==> src/rtl/chip8_sprite_engine.sv <==
// ---------------------------------------------------------------------------
// chip8_sprite_engine
//
// Multi-cycle DXYN / 00E0 engine. Fetches sprite bytes from program memory
// one row at a time, XOR-draws each into a row-organised framebuffer RAM
// (read row, write row back) and accumulates the VF collision flag. A clear
// request writes all-zero rows over the whole display instead.
//
// Ports:
//   clk, rst            clock, synchronous active-high reset
//   start, clear        draw / clear-screen request (clear wins), IDLE only
//   x, y, n, i_addr     sprite origin, height (rows) and base address
//   mem_addr            sprite byte address (data returns next cycle)
//   mem_rd_data         sprite byte
//   fb_rd_addr          framebuffer row read address (data returns next cycle)
//   fb_rd_data          framebuffer row, bit DISP_W-1 is column 0
//   fb_wr_en/addr/data  framebuffer row write port
//   busy                high whenever the engine is not idle
//   done                one-cycle completion pulse
//   collision           VF result, held until the next accepted request
// ---------------------------------------------------------------------------
module chip8_sprite_engine #(
    parameter int DISP_W = 64,
    parameter int DISP_H = 32,
    parameter int ADDR_W = 12,
    parameter int WRAP   = 1
) (
    input  logic                      clk,
    input  logic                      rst,
    input  logic                      start,
    input  logic                      clear,
    input  logic [$clog2(DISP_W)-1:0] x,
    input  logic [$clog2(DISP_H)-1:0] y,
    input  logic [3:0]                n,
    input  logic [ADDR_W-1:0]         i_addr,
    output logic [ADDR_W-1:0]         mem_addr,
    input  logic [7:0]                mem_rd_data,
    output logic [$clog2(DISP_H)-1:0] fb_rd_addr,
    input  logic [DISP_W-1:0]         fb_rd_data,
    output logic                      fb_wr_en,
    output logic [$clog2(DISP_H)-1:0] fb_wr_addr,
    output logic [DISP_W-1:0]         fb_wr_data,
    output logic                      busy,
    output logic                      done,
    output logic                      collision
);

    localparam int XW = $clog2(DISP_W);
    localparam int YW = $clog2(DISP_H);

    typedef enum logic [2:0] {
        IDLE,
        FETCH,
        WRITE,
        CLEAR,
        DONE
    } state_e;

    state_e              state_q, state_d;
    logic [XW-1:0]       xOrg_q, xOrg_d;
    logic [YW-1:0]       yOrg_q, yOrg_d;
    logic [3:0]          nRows_q, nRows_d;
    logic [ADDR_W-1:0]   baseAddr_q, baseAddr_d;
    logic [YW-1:0]       row_q, row_d;
    logic                coll_q, coll_d;

    logic [2*DISP_W-1:0] spread;
    logic [DISP_W-1:0]   mask;
    logic [YW-1:0]       drawRow;
    logic                lastRow;
    logic                bottomClip;

    // The sprite byte is placed at the far left of a double-width vector and
    // shifted right by x. The upper half then holds the on-screen columns and
    // the lower half holds columns that ran past the right edge, which are
    // either folded back onto column 0.. (wrap) or discarded (clip).
    always_comb begin
        spread = {mem_rd_data, {(2*DISP_W-8){1'b0}}} >> xOrg_q;
        mask   = spread[2*DISP_W-1:DISP_W];
        if (WRAP != 0) begin
            mask = mask | spread[DISP_W-1:0];
        end
    end

    // Row address wraps modulo DISP_H for free through the narrow adder.
    // The clip test uses one extra bit so it sees the row that would fall
    // off the bottom before it wraps.
    assign drawRow    = yOrg_q + row_q;
    assign lastRow    = (row_q + YW'(1)) == YW'(nRows_q);
    assign bottomClip = (WRAP == 0) &&
                        (({1'b0, yOrg_q} + {1'b0, row_q} + (YW+1)'(1)) >= (YW+1)'(DISP_H));

    always_comb begin
        state_d    = state_q;
        xOrg_d     = xOrg_q;
        yOrg_d     = yOrg_q;
        nRows_d    = nRows_q;
        baseAddr_d = baseAddr_q;
        row_d      = row_q;
        coll_d     = coll_q;
        mem_addr   = '0;
        fb_rd_addr = '0;
        fb_wr_en   = 1'b0;
        fb_wr_addr = '0;
        fb_wr_data = '0;

        case (state_q)
            IDLE: begin
                if (clear || start) begin
                    xOrg_d     = x;
                    yOrg_d     = y;
                    nRows_d    = n;
                    baseAddr_d = i_addr;
                    row_d      = '0;
                    coll_d     = 1'b0;
                    if (clear) begin
                        state_d = CLEAR;
                    end else if (n == 4'd0) begin
                        state_d = DONE;
                    end else begin
                        state_d = FETCH;
                    end
                end
            end
            FETCH: begin
                mem_addr   = baseAddr_q + ADDR_W'(row_q);
                fb_rd_addr = drawRow;
                state_d    = WRITE;
            end
            WRITE: begin
                fb_rd_addr = drawRow;
                fb_wr_en   = 1'b1;
                fb_wr_addr = drawRow;
                fb_wr_data = fb_rd_data ^ mask;
                coll_d     = coll_q | (|(fb_rd_data & mask));
                if (lastRow || bottomClip) begin
                    state_d = DONE;
                end else begin
                    row_d   = row_q + YW'(1);
                    state_d = FETCH;
                end
            end
            CLEAR: begin
                fb_wr_en   = 1'b1;
                fb_wr_addr = row_q;
                if (row_q == YW'(DISP_H - 1)) begin
                    state_d = DONE;
                end else begin
                    row_d = row_q + YW'(1);
                end
            end
            DONE: begin
                state_d = IDLE;
            end
            default: begin
                state_d = IDLE;
            end
        endcase
    end

    always_ff @(posedge clk) begin
        if (rst) begin
            state_q    <= IDLE;
            xOrg_q     <= '0;
            yOrg_q     <= '0;
            nRows_q    <= '0;
            baseAddr_q <= '0;
            row_q      <= '0;
            coll_q     <= 1'b0;
        end else begin
            state_q    <= state_d;
            xOrg_q     <= xOrg_d;
            yOrg_q     <= yOrg_d;
            nRows_q    <= nRows_d;
            baseAddr_q <= baseAddr_d;
            row_q      <= row_d;
            coll_q     <= coll_d;
        end
    end

    assign busy      = (state_q != IDLE);
    assign done      = (state_q == DONE);
    assign collision = coll_q;

endmodule

==> config.mk <==
export PLATFORM = sky130hd
export DESIGN_NAME = chip8_sprite_engine
export DESIGN_NICKNAME = d
export VERILOG_FILES = /design/src/rtl/chip8_sprite_engine.sv
export SDC_FILE = /design/constraint.sdc
export NUM_CORES = 1
export LEC_CHECK = 0
export ABC_CLOCK_PERIOD_IN_PS = 7190
export CAP_MARGIN = 30
export CORE_ASPECT_RATIO = 2
export CORE_UTILIZATION = 47
export DETAILED_ROUTE_END_ITERATION = 12
export GPL_TIMING_DRIVEN = 0
export PLACE_DENSITY = 0.87
export SYNTH_ARGS = -nofsm -noshare
export SYNTH_HDL_FRONTEND = slang
export SYNTH_SLANG_ARGS = --single-unit
==> constraint.sdc <==
create_clock -name clk -period 7.19 [get_ports clk]
set_input_delay 1.438 -clock clk [delete_from_list [all_inputs] [get_ports clk]]
set_output_delay 1.438 -clock clk [all_outputs]
set_load 0.05 [all_outputs]
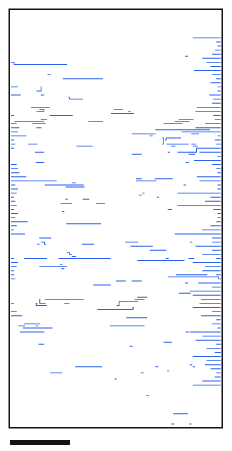
*Signal wires on met3, run 1*
The bar under the picture is 20 um long.
191 nets have wire on it. The longest straight run is 17.9 um.

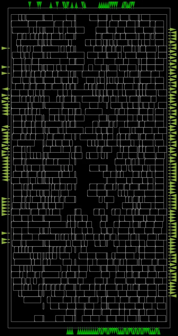
*Placement view, run 1*
Finished Layout Cells: 887
flop share of the area: 10.93%

==> CHANGELOG.md, run 1 <==
## Implementation

* Status: finished, final reports clean
* Adder Area Share at between 20% and 30%
* Top Ports at 193
* Crit path DAT at 4.44 ns
* Fin Clk Skew at between 0.003 and 0.004 ns
* Total die size at about 0.0098 mm2
* Clock Power at between 0.2 and 0.25 mW
* Int Power at ~0.63 mW
* Core Footprint at approximately 0.009 mm2
* Syn Nets at ~770
* # nets final at 964
* CTS buffer count at 5
* Reg power frac at about a fifth
* Synthesized instance count at about 590
* Met1 Use GR at approximately 30%
* Overall Power at about 1.2 mW
* Hold path depth at 2
* Met2 usage at ~70%
* Combinational fraction of design power at roughly 60%
* GR Util All Layers at a little over a third
* GPL Wtd Cong at 1.012
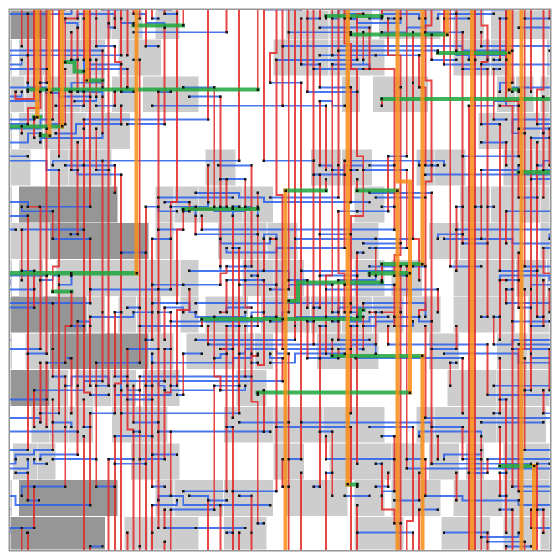
*Close-up of the layout, run 1*
Window x 15 to 55, y 22 to 62 um. Cells in gray, sequential cells in the stronger gray; small squares are vias.
Key: green = metal 3; orange = metal 4; red = metal 2; blue = metal 1
Most frequent: o22ai_1 (12), nand2_1 (11), ha_1 (10). 134 logic cells have their middle in the window. Netlist names of flops here include nRows_q (2), xOrg_q (2). Sequential cells in the window: 6.

### Signal wires by layer, run 1

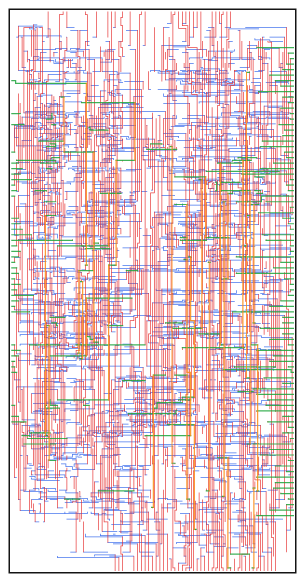

==> run 2: changes to the inputs <==
- ABC_CLOCK_PERIOD_IN_PS: 7190 -> 5600
- CORE_UTILIZATION: 47 -> 44
- PLACE_DENSITY: 0.87 -> 0.82
- clock period: 7.19 -> 5.6 ns (I/O delays scaled with it)
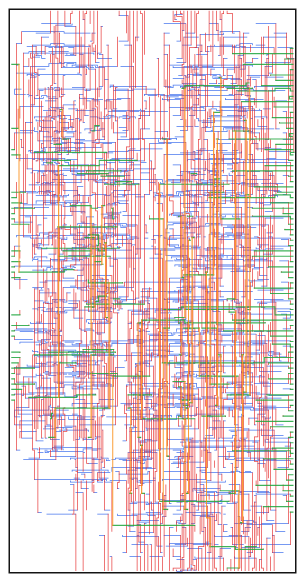
*Signal wires by layer, run 2*
Key: blue = metal 1 [wire length 5410 um]; orange = metal 4 [wire length 1450 um]; red = metal 2 [wire length 9360 um]; green = metal 3 [wire length 1140 um]

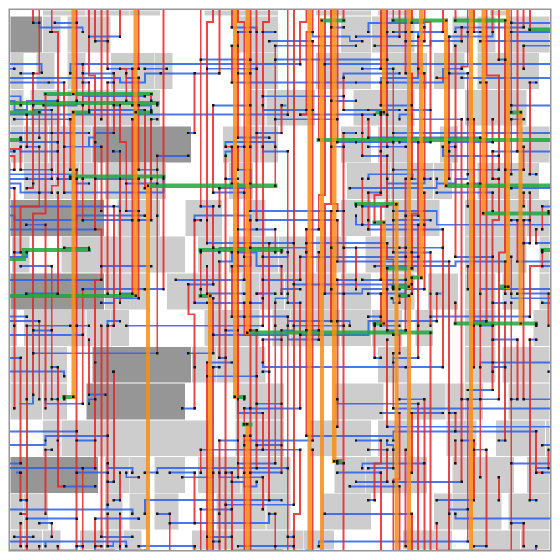
*Close-up of the layout, run 2*
Window x 16 to 56, y 23 to 63 um. Cells in gray, sequential cells in the stronger gray; small squares are vias.
Key: orange = metal 4; red = metal 2; blue = metal 1; green = metal 3
Sequential cells in the window: 6. Netlist names of flops here include xOrg_q (2), yOrg_q (2). 144 logic cells have their middle in the window. Most frequent: nand2_1 (21), clkdlybuf4s50_1 (11).

==> CHANGELOG.md, run 2 <==
## Implementation

* Reg power frac at 20.1%
* Met1 Use GR at between 20% and 30%
* Finished Layout Cells at between 900 and 1000
* Met2 usage at around 66%
* Status: finished, final reports clean
* Adder Area Share at 22.24%
* Crit path DAT at 4.16 ns
* GRT busiest layer: met2
* Die W at 72.71 um
* GPL Wtd Cong at a little over 1
* PostCTS Resize Cnt at 0
* Core Footprint at ~0.0097 mm2
* Comb_multi_in at approximately 500
* Worst reg2reg startpoint: xOrg_q[1]
* Setup ws final at about 0.32 ns
* # rows at 51
* Hold path depth at 2
* Clock Power at around 0.33 mW
* GR Util All Layers at 33.34%
* Fin Clk Skew at slightly below 0.007 ns
* Combinational fraction of design power at between 50% and 60%
* Drt wl/cell at 18.92 um
* Top Ports at slightly below 200
* Flop share of the area at between 10% and 20%
* Pre-CTS setup slack at roughly 0.36 ns
* Syn Nets at between 700 and 800
* Int Power at roughly 0.83 mW
* DRT Pass-1 Iters at 4
* First-pass GRT wire length at 26.22 mm
* Overall Power at between 1.5 and 2 mW
* # nets final at between 900 and 1000
* Hold_sp: yOrg_q[3]
* Die Height at roughly 140 um
* CTS buffer count at 5
* Register share after synthesis at ~16%
Power and IR drop assume default switching activity.
